===== src/rtl/uart_tx_serializer.sv =====
// uart_tx_serializer: drains a TX fifo and shifts each word onto the serial line as
// start bit, data bits LSB first, optional parity bit and one or two stop bits.
module uart_tx_serializer #(
    parameter int DATA_WIDTH   = 8,
    parameter int CLKS_PER_BIT = 104,
    parameter bit PARITY_EN    = 1'b0,
    parameter bit PARITY_ODD   = 1'b0,
    parameter int STOP_BITS    = 1
) (
    input  logic                  clk,
    input  logic                  rst,
    input  logic [DATA_WIDTH-1:0] fifo_dout,
    input  logic                  fifo_empty,
    output logic                  fifo_rd_en,
    output logic                  tx,
    output logic                  busy,
    output logic                  frame_done
);
    localparam int BW = $clog2(CLKS_PER_BIT);
    localparam int IW = $clog2(DATA_WIDTH + 1);
    localparam logic [BW-1:0] BAUD_LAST = BW'(CLKS_PER_BIT - 1);
    localparam logic [IW-1:0] IDX_LAST  = IW'(DATA_WIDTH - 1);
    localparam logic          STOP_LAST = 1'(STOP_BITS - 1);

    typedef enum logic [2:0] {IDLE, START, DATA, PARITY, STOP} state_t;

    state_t                r_state;
    logic [BW-1:0]         r_baud_cnt;
    logic [IW-1:0]         r_bit_idx;
    logic [DATA_WIDTH-1:0] r_shift;
    logic                  r_parity;
    logic                  r_stop_idx;
    logic                  r_tx;
    logic                  r_frame_done;
    logic                  w_bit_end;

    assign w_bit_end  = r_baud_cnt == BAUD_LAST;
    assign fifo_rd_en = !rst && r_state == IDLE && !fifo_empty;
    assign busy       = r_state != IDLE;
    assign tx         = r_tx;
    assign frame_done = r_frame_done;

    // tx is updated on the edge that enters each bit, so every bit lasts exactly one baud period
    always_ff @(posedge clk or posedge rst) begin
        if (rst) begin
            r_state      <= IDLE;
            r_baud_cnt   <= '0;
            r_bit_idx    <= '0;
            r_shift      <= '0;
            r_parity     <= 1'b0;
            r_stop_idx   <= 1'b0;
            r_tx         <= 1'b1;
            r_frame_done <= 1'b0;
        end else begin
            r_frame_done <= 1'b0;
            r_baud_cnt   <= (r_state == IDLE || w_bit_end) ? '0 : r_baud_cnt + 1'b1;
            case (r_state)
                IDLE: if (!fifo_empty) begin
                    r_shift  <= fifo_dout;
                    r_parity <= PARITY_ODD ? ~^fifo_dout : ^fifo_dout;
                    r_tx     <= 1'b0;
                    r_state  <= START;
                end
                START: if (w_bit_end) begin
                    r_tx      <= r_shift[0];
                    r_shift   <= r_shift >> 1;
                    r_bit_idx <= '0;
                    r_state   <= DATA;
                end
                DATA: if (w_bit_end) begin
                    if (r_bit_idx == IDX_LAST) begin
                        r_tx       <= PARITY_EN ? r_parity : 1'b1;
                        r_stop_idx <= 1'b0;
                        r_state    <= PARITY_EN ? PARITY : STOP;
                    end else begin
                        r_tx      <= r_shift[0];
                        r_shift   <= r_shift >> 1;
                        r_bit_idx <= r_bit_idx + 1'b1;
                    end
                end
                PARITY: if (w_bit_end) begin
                    r_tx       <= 1'b1;
                    r_stop_idx <= 1'b0;
                    r_state    <= STOP;
                end
                STOP: if (w_bit_end) begin
                    if (r_stop_idx == STOP_LAST) begin
                        r_frame_done <= 1'b1;
                        r_state      <= IDLE;
                    end else begin
                        r_stop_idx <= r_stop_idx + 1'b1;
                    end
                end
                default: r_state <= IDLE;
            endcase
        end
    end
endmodule


===== config.mk =====
export PLATFORM = sky130hd
export DESIGN_NAME = uart_tx_serializer
export DESIGN_NICKNAME = d
export VERILOG_FILES = /design/src/rtl/uart_tx_serializer.sv
export SDC_FILE = /design/constraint.sdc
export NUM_CORES = 1
export LEC_CHECK = 0
export ABC_AREA = 1
export CAP_MARGIN = 20
export CORE_ASPECT_RATIO = 0.6
export CORE_MARGIN = 8
export CORE_UTILIZATION = 57
export CTS_BUF_LIST = sky130_fd_sc_hd__clkbuf_4
export CTS_CLUSTER_DIAMETER = 120
export CTS_CLUSTER_SIZE = 16
export DETAILED_ROUTE_END_ITERATION = 6
export GPL_TIMING_DRIVEN = 0
export PLACE_DENSITY = 0.92
export SLEW_MARGIN = 20
export SYNTH_ARGS = -nofsm -noshare
export SYNTH_HDL_FRONTEND = slang
export SYNTH_SLANG_ARGS = --single-unit

===== constraint.sdc =====
create_clock -name clk -period 1.71 [get_ports clk]
set_clock_uncertainty 0.1 [all_clocks]
set_input_delay 0.342 -clock clk [delete_from_list [all_inputs] [get_ports clk]]
set_output_delay 0.342 -clock clk [all_outputs]
set_load 0.1 [all_outputs]

**Run 1: placed cells, one color a class**

Fill, decap, tap and diode cells in gray.
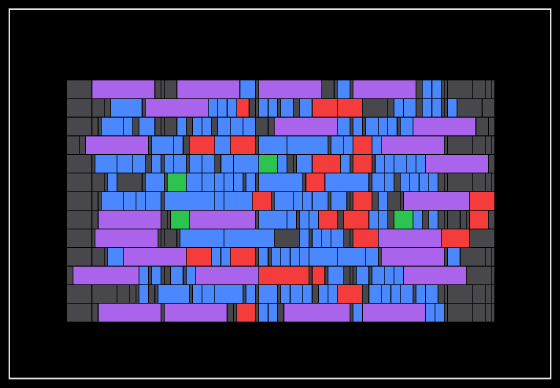
- purple: flops (cells 24)
- red: other buffers and delay cells (cells 23)
- green: clock drivers and dummy loads (cells 4)
- blue: all other logic (cells 145)
sequential fraction of total cell area: 36.0%
final instance area: 0.00168 mm²
end-of-flow core utilization: 76.1%
placement row count: 13
Core Footprint: 0.00221 mm²

**Run 1: sequential cells grouped by signal name**

Scale bar: 20 µm. Other sequential cells in the stronger gray, the rest of the logic in the fainter gray.
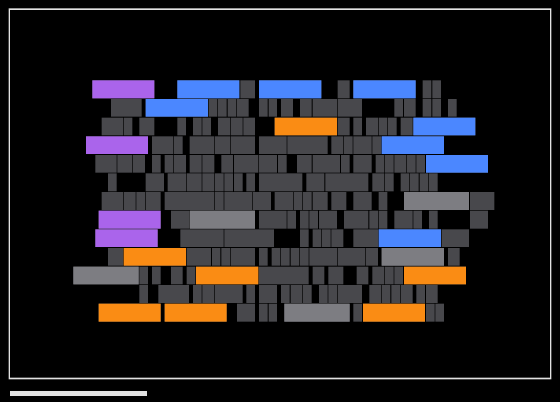
- purple: r_bit_idx (sequential cells 4; where left middle)
- blue: r_shift (sequential cells 8)
- orange: r_baud_cnt (sequential cells 7)

==> results.rst, run 1 <==
Physical design figures
=======================

.. list-table::
   :header-rows: 1

   * - Metric
     - Value
   * - Total congestion overflow
     - 0
   * - TritonCTS Sinks
     - 24
   * - Total nets after synthesis
     - approximately 180
   * - Largest class
     - combinational gates
   * - Maximum number of pins on one net before global-route repair
     - 25
   * - Most instantiated flip-flop cell in the synthesis netlist
     - dfrtp_1
   * - Worst Path Arrival
     - approximately 1.5 ns
   * - Number of cells on the worst reg-to-reg path
     - 8
   * - Num tapcells
     - 30
   * - Gp weighted congestion
     - 0.838
   * - Buffers excl. clock
     - 23
   * - Largest fanout of any net on the critical path
     - 5
   * - Sort of element at the end of the critical path
     - primary output
   * - Layout non-clock buf frac
     - about 13%
   * - Placed wire-length estimate
     - ~2200 µm
   * - Power density over the cells
     - a little under 2000 mW/mm²
   * - Worst supply voltage drop on vdd
     - 941 µV
   * - Capturing point of the worst reg2reg path
     - r_shift[5]
   * - Pre-antenna DRT Iters
     - 6
   * - CTS Buffer Depth
     - 2
   * - Flop Count
     - 24
   * - R2r setup slk
     - approximately 0.01 ns
   * - Post-synthesis cell count from yosys
     - between 150 and 200
   * - Worst max-slew margin expressed relative to the limit
     - between 30% and 40%
   * - Total power consumption of the routed design
     - approximately 3.3 mW
   * - Endpoint of the worst hold-timing path
     - r_baud_cnt[0]
   * - Async SR Flop Fraction
     - 100%
   * - Fin worst setup slack
     - -0.224 ns
   * - Count of input and output buffers
     - 14
   * - Maxcap violations
     - 0
   * - Number of buffers created by CTS
     - 3
   * - Fmax
     - around 0.52 GHz
   * - Synth cell types
     - 29
   * - Iteration-0 DRC count of the detailed router
     - between 150 and 200
   * - Clock slew seen by the registers of the worst setup and hold paths
     - 0.12 ns
   * - Class of the most critical setup path
     - reg2out
   * - Area taken by multi-input logic gates
     - 738 µm²
   * - Fp util
     - just over 60%
   * - Share of cells above drive strength 1
     - around a quarter
   * - Via total after detailed routing
     - between 1000 and 1500
   * - Vias in the first global route
     - ~1200
   * - Portion of the post-synthesis area used by sequential elements
     - between 40% and 50%
   * - Number of inserted filler cells in the final layout
     - between 100 and 150
   * - Flip-flop and latch count after synthesis
     - 24
   * - Die X-Extent
     - about 79 µm
   * - Crit path launch type
     - flip-flop
   * - Setup repair after global routing missed its margin
     - true
   * - Total Wirelength
     - slightly above 4000 µm
   * - Share of cell area taken by multi-input logic gates
     - between 40 and 50%
   * - Final-report setup violation count
     - 2
   * - Synthesized instance count
     - approximately 170
   * - TritonCTS clock tree
     - yes
   * - Overall routing resource usage
     - between 10% and 20%
   * - Result of the run
     - finished with violations
   * - Final number of hold-violating endpoints
     - 0
   * - Antenna diode instance count
     - 0
   * - DRC violation count after routing
     - 0
   * - Final Cycle Share
     - 113%
   * - Cell depth of the worst hold path
     - 1
   * - Final worst path period need
     - 1.93 ns
   * - Worst hold start
     - r_baud_cnt[0]
   * - Synthesis area per yosys
     - about 0.0014 mm²
   * - Clock tree cell share of total cell area
     - 1.78%
   * - Net count, final
     - ~210
   * - Die Size
     - roughly 0.0042 mm²
   * - Data required time at the worst endpoint
     - approximately 1.3 ns
   * - Area used by sequential logic in the layout
     - roughly 610 µm²
   * - Final number of max-transition violations
     - 0
   * - Worst-margin pin slew
     - ~0.90 ns
   * - Reg-to-reg critical path startpoint
     - r_state[2]
   * - Failing checks
     - negative setup slack
   * - Worst min-delay path category
     - reg2reg
   * - Leakage component of the power
     - 0.831 nW
   * - Number of multi-input combinational cells in the layout
     - 130
   * - Average instance area after synthesis
     - ~7.9 µm²
   * - Area Overhead vs Synth
     - 24.3%
   * - Flip-flops with a built-in enable
     - 0
   * - Tool Warnings
     - 29
   * - Non-clock inverter instance count of the final layout
     - 15
   * - Final total negative setup slack
     - -0.334 ns
   * - Number of hold buffers added after cts
     - 0
   * - Initial antenna violation count
     - 0
   * - Warning count from the yosys run
     - 0
   * - Summed instance area of the synthesized netlist
     - approximately 0.0014 mm²
   * - Clock latency of the later-clocked register in the worst-skew pair
     - 0.32 ns
   * - Vias per inst
     - 6.07
   * - Residual antenna-violating net count after detailed routing
     - 0
   * - IO Pins
     - 15
   * - Layout clock buffers
     - 4
   * - Die y size
     - between 50 and 60 µm
**Run 1: clock distribution**

Scale bar: 20 µm.
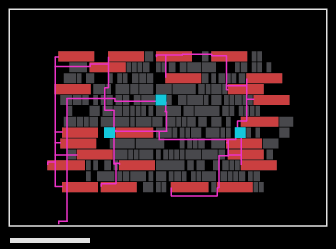
- red: flip-flops (count 24)
- magenta: clock wires (length 305 µm)
- cyan: cells driving clock nets (count 3)
- routed clock nets: 4

**Run 1: metal layers overlaid**

Scale bar: 20 µm. Only two layers are drawn.
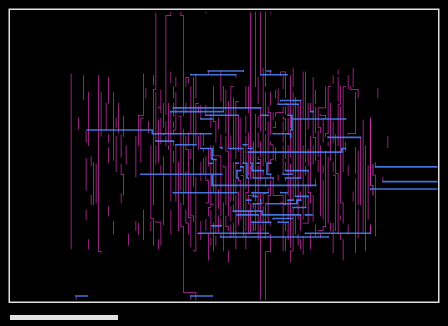
- magenta: met2 (wire length 1910 µm)
- blue: met3 (wire length 351 µm)

-- run 1: critical path, cell delays in order (launching register included) --
cell and delay [ns]:
dfrtp_2 0.44, nor2_4 0.18, nand2_8 0.09, nor2_4 0.11, inv_2 0.07, nor2_4 0.10, buf_12 0.18
-- run 1: flip-flops by register name, summed over array words and instances (netlist names) --
| signal | flops |
|---|---|
| r_shift | 8 |
| r_state | 3 |
| frame_done | 1 |
| tx | 1 |
| r_baud_cnt | 7 |
| r_bit_idx | 4 |
-- run 1: routing by layer --
metal | vias up | wire, µm | global-route usage [%] | share of wire [%]
li1 | 602 | - | - | -
met1 | 639 | 1600 | 21.3 | 40
met2 | 102 | 1910 | 30.1 | 47
met3 | 28 | 350 | 6.31 | 8.7
met4 | 0 | 172 | 8.84 | 4.3
met5 | - | 0 | 0 | 0
-- run 1: cells in the final DEF, fill, tap and decap left out, drive strengths merged --
cell and count:
nand2 66, nand3 29, dfrtp 23, nor2 16, inv 15, buf 12, clkdlybuf4s50 10, nor3 5
clkbuf 4, o21ai 3, ha 2, or2 2, a21oi 2, nand3b 1, o21bai 1, nor3b 1
xor2 1, nand4 1, clkdlybuf4s15 1, dfstp 1
-- run 1: synth_stat cells, types with 2 or more instances --
master   number  share of area (%)
inv_1        12                3.3
nand2_1      58                 16
nand2_2       6                2.8
ha_1          2                1.8
nand3_1      25                9.2
nand3_2       3                2.2
nor2_1       14                3.9
nor3_1        5                1.8
dfrtp_1      23                 43
o21ai_2       3                1.9
inv_2         2               0.55
-- run 1: how the worst max path moves through the flow --
stage	start	endpoint	slack, ns	cells after the start
2_1_floorplan	r_state[0]	fifo_rd_en	-0.22	5
3_3_place_gp	fifo_empty	fifo_rd_en	-0.96	5
3_5_place_dp	fifo_empty	fifo_rd_en	-0.95	5
4_1_cts	r_state[1]	fifo_rd_en	-0.19	6
5_1_grt	r_state[1]	fifo_rd_en	-0.27	6
6_report	r_state[1]	fifo_rd_en	-0.22	6
-- run 1: timing repair --
action	in CTS	in global routing
endpoints found under the setup margin	4	16
gates cloned	0	0
pin swaps	3	0
gates resized	24	7
setup buffers	6	1
-- run 1: where the power goes --
part / internal (mW) / switching, mW / leakage, nW
Combinational: 0.658 / 1.38 / 0.507
Clock: 0.107 / 0.171 / 0.0184
Sequential: 0.785 / 0.165 / 0.306
Total: 1.55 / 1.71 / 0.831
-- run 1: logic make-up (layout without fill, tap and decap cells) --
family | Yosys count | in the layout | synth area share, %
flops | 24 | 24 | 44.5
simple gates | 121 | 121 | 43.4
buf+inv | 17 | 42 | 5.55
compound gates | 6 | 6 | 4.07
xor+xnor | 1 | 1 | 0.647
fa+ha+maj | 2 | 2 | 1.85
-- run 1: stage by stage --
| step | area (µm²) | hold slack, ns | instances | setup WS, ns |
|---|---|---|---|---|
| finish | 1680 | 0.369 | 226 | -0.224 |
| global route | 1680 | 0.402 | 226 | -0.273 |
| CTS | 1650 | 0.374 | 225 | -0.194 |
| detailed placement | 1570 | 0.356 | 215 | -0.948 |
| global placement | 1570 | 0.347 | 215 | -0.956 |
| floorplan | 1390 | 0.256 | 171 | -0.225 |
==> run 1 -> run 2 <==
--- a/config.mk
+++ b/config.mk
@@ -8,14 +8,12 @@
 export ABC_AREA = 1
 export CAP_MARGIN = 20
 export CORE_ASPECT_RATIO = 0.6
-export CORE_MARGIN = 8
-export CORE_UTILIZATION = 57
-export CTS_BUF_LIST = sky130_fd_sc_hd__clkbuf_4
+export CORE_UTILIZATION = 55
 export CTS_CLUSTER_DIAMETER = 120
 export CTS_CLUSTER_SIZE = 16
 export DETAILED_ROUTE_END_ITERATION = 6
 export GPL_TIMING_DRIVEN = 0
-export PLACE_DENSITY = 0.92
+export PLACE_DENSITY = 0.89
 export SLEW_MARGIN = 20
 export SYNTH_ARGS = -nofsm -noshare
 export SYNTH_HDL_FRONTEND = slang
**Run 2: clock distribution**

Scale bar: 20 µm.
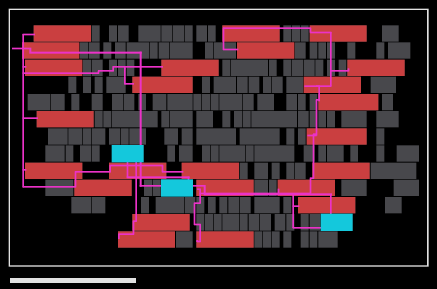
- magenta: clock wires (length 299 µm)
- red: flip-flops (count 24)
- cyan: cells driving clock nets (count 3)
- flops lie: all over the die
clock network power consumption: 0.347 mW
Clock Power Share: 10.8%
clock latency of the later-clocked register in the worst-skew pair: 0.27 ns

**Run 2: placed cells, one color a class**

Fill, decap, tap and diode cells in gray.
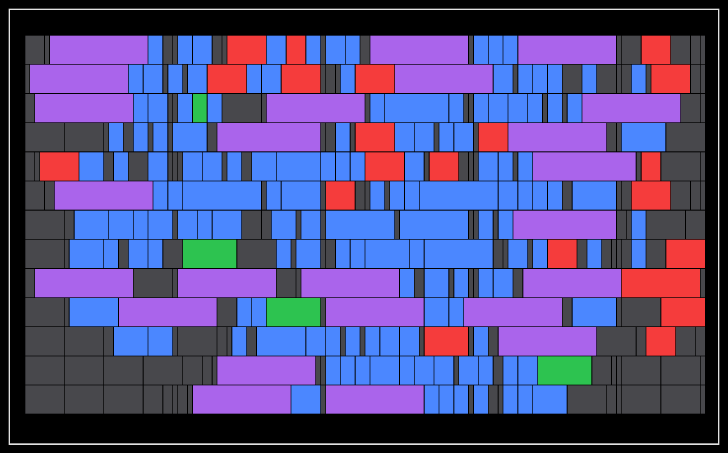
- blue: all other logic (cells 145)
- green: clock drivers and dummy loads (cells 4)
- purple: flops (cells 24)
- red: other buffers and delay cells (cells 21)
Core Footprint: 0.00224 mm²
sequential fraction of total cell area: 36.1%

**Run 2: sequential cells grouped by signal name**

Scale bar: 20 µm. Other sequential cells in the stronger gray, the rest of the logic in the fainter gray.
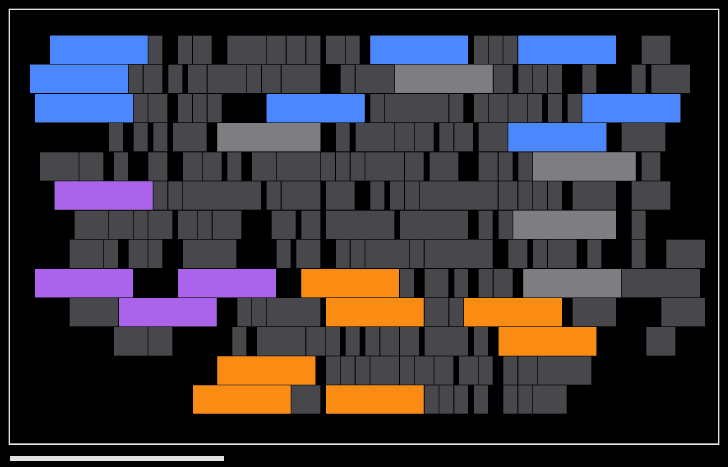
- purple: r_bit_idx (sequential cells 4)
- orange: r_baud_cnt (sequential cells 7; where bottom middle)
- blue: r_shift (sequential cells 8)
- not colored: 5

==> run 2 against run 1 <==
  * The flow still finishes with violations (negative setup slack)
  * Wire length fell by 21%
  * Non-clock buffer count fell by 2
  * Flip-flop count did not move
  * Register-to-register slack barely moved
  * Via count fell by 9.1%
  * Synthesized area did not move
  * Sequential share of layout area rose by 0.11 points
  * Worst hold slack got worse by 0.0044 ns
  * Clock power rose by 24%
  * Die size fell by 37%
==> results.rst, run 2 <==
Physical design figures
=======================

.. list-table::
   :header-rows: 1

   * - Metric
     - Value
   * - Sort of element at the end of the critical path
     - primary output (unchanged)
   * - Die Size
     - 0.00267 mm² (was 0.00424 mm²)
   * - Setup repair after global routing missed its margin
     - true (unchanged)
   * - Final number of max-transition violations
     - 0 (unchanged)
   * - Final-report setup violation count
     - 2 (unchanged)
   * - Final worst path period need
     - 1.83 ns (was 1.93 ns)
   * - Fin worst setup slack
     - -0.123 ns (was -0.224 ns)
   * - Number of buffers created by CTS
     - 3 (unchanged)
   * - Failing checks
     - negative setup slack (unchanged)
   * - Synth top area share
     - 42.5% (unchanged)
   * - Overall routing resource usage
     - 24.9% (was 18.2%)
   * - Data required time at the worst endpoint
     - 1.27 ns (about the same)
   * - Vias per inst
     - 5.56 (was 6.07)
   * - IO Pins
     - 15 (unchanged)
   * - Maximum number of pins on one net before global-route repair
     - 25 (unchanged)
   * - Class of the most critical setup path
     - reg2out (unchanged)
   * - Commonest cells in the netlist
     - nand2_1 (58), nand3_1 (25), dfrtp_1 (23) (unchanged)
   * - XOR/XNOR share of the synthesized area
     - 0.647% (unchanged)
   * - Largest area contributor in the netlist
     - dfrtp_1 (unchanged)
   * - Synthesis area per yosys
     - 0.00135 mm² (unchanged)
   * - Portion of the post-synthesis area used by sequential elements
     - 44.5% (unchanged)
   * - Worst-margin pin slew
     - 0.895 ns (was 0.901 ns)
   * - Result of the run
     - finished with violations (unchanged)
   * - Synth cell types
     - 29 (unchanged)
   * - Async SR Flop Fraction
     - 100% (unchanged)
   * - Post-synthesis mux area share
     - 0% (unchanged)
   * - Slowest stage cell, crit path
     - dfrtp_2 (unchanged)
   * - Synth top area cells
     - dfrtp_1 (43%), nand2_1 (16%), nand3_1 (9.2%) (unchanged)
   * - Pre-antenna DRT Iters
     - 4 (was 6)
   * - Die y size
     - 40.4 µm (was 53.8 µm)
   * - Register with the most flip-flops
     - r_shift (unchanged)
   * - Worst max-slew margin expressed relative to the limit
     - 40.2% (was 39.9%)
   * - Worst hold slack across all endpoints
     - 0.365 ns (was 0.369 ns)
   * - Placed wire-length estimate
     - 2130 µm (was 2230 µm)
   * - Initial antenna violation count
     - 0 (unchanged)
[run 2: routing by layer]
metal	global-route usage (%)	routed length (µm)	vias up
met4	15.4	89	0
met2	38.8	1480	53
li1	-	-	598
met1	31.7	1380	583
met5	0	0	-
met3	6.82	230	12
[run 2: layout make-up]
class                   instances  area share (%)
flip-flops and latches         24            36.1
inverters                      15            3.66
repair buffers                 19            10.8
clock buffers                   4            2.69
plain buffers                   2           0.972
well taps                      30            2.24
multi-input cells             130            43.5
[run 2: path summary, 6_finish.rpt]
kind                            startpoint    endpoint  slack [ns]  depth (start not counted)
worst min register to register          tx          tx        0.36                          2
max in group asynchronous              rst  r_state[1]        0.34                          2
worst min-delay path                    tx          tx        0.36                          2
worst max register to register  r_state[2]  r_shift[6]           0                          8
min in group asynchronous              rst  r_shift[0]        0.56                          2
worst max-delay path            r_state[1]  fifo_rd_en       -0.12                          6
[run 2: kinds of logic (layout without fill, tap and decap cells)]
| group | count (synthesis) | in the layout |
|---|---|---|
| AND-OR/OR-AND | 6 | 6 |
| AND/OR/NAND/NOR | 121 | 121 |
| flip-flops | 24 | 24 |
| buffers and inverters | 17 | 40 |
| XOR/XNOR | 1 | 1 |
| adder cells (fa/ha/maj) | 2 | 2 |
[run 2: what timing repair did]
action,4_1_cts,5_1_grt
gates cloned,0,0
hold endpoints to repair,0,0
setup buffers,5,0
pin swaps,4,0
gates resized,23,5
endpoints found under the setup margin,4,11
[run 2: power by group]
group	switching, mW	leakage [nW]	internal [mW]
Sequential	0.153	0.307	0.785
Combinational	1.29	0.497	0.629
Clock	0.181	0.0228	0.167
Total	1.63	0.827	1.58
[run 2: worst max-delay path: cells and delay by family, from the launching register on]
| kind | cells | cell delay [ns] |
|---|---|---|
| simple gates | 4 | 0.44 |
| flops | 1 | 0.43 |
| buf+inv | 2 | 0.24 |
[run 2: through the flow]
step / util (%) / setup slack, ns / instance area, µm² / TNS (ns)
2_1_floorplan: - / -0.225 / 1390 / -0.225
3_3_place_gp: 69.9 / -0.906 / 1570 / -1.91
3_5_place_dp: 69.9 / -0.938 / 1570 / -1.98
4_1_cts: 73.7 / -0.119 / 1650 / -0.199
5_1_grt: 74.6 / -0.178 / 1670 / -0.413
6_report: 74.6 / -0.123 / 1670 / -0.228
No activity file was given, so power comes from the tool's default toggle rates.
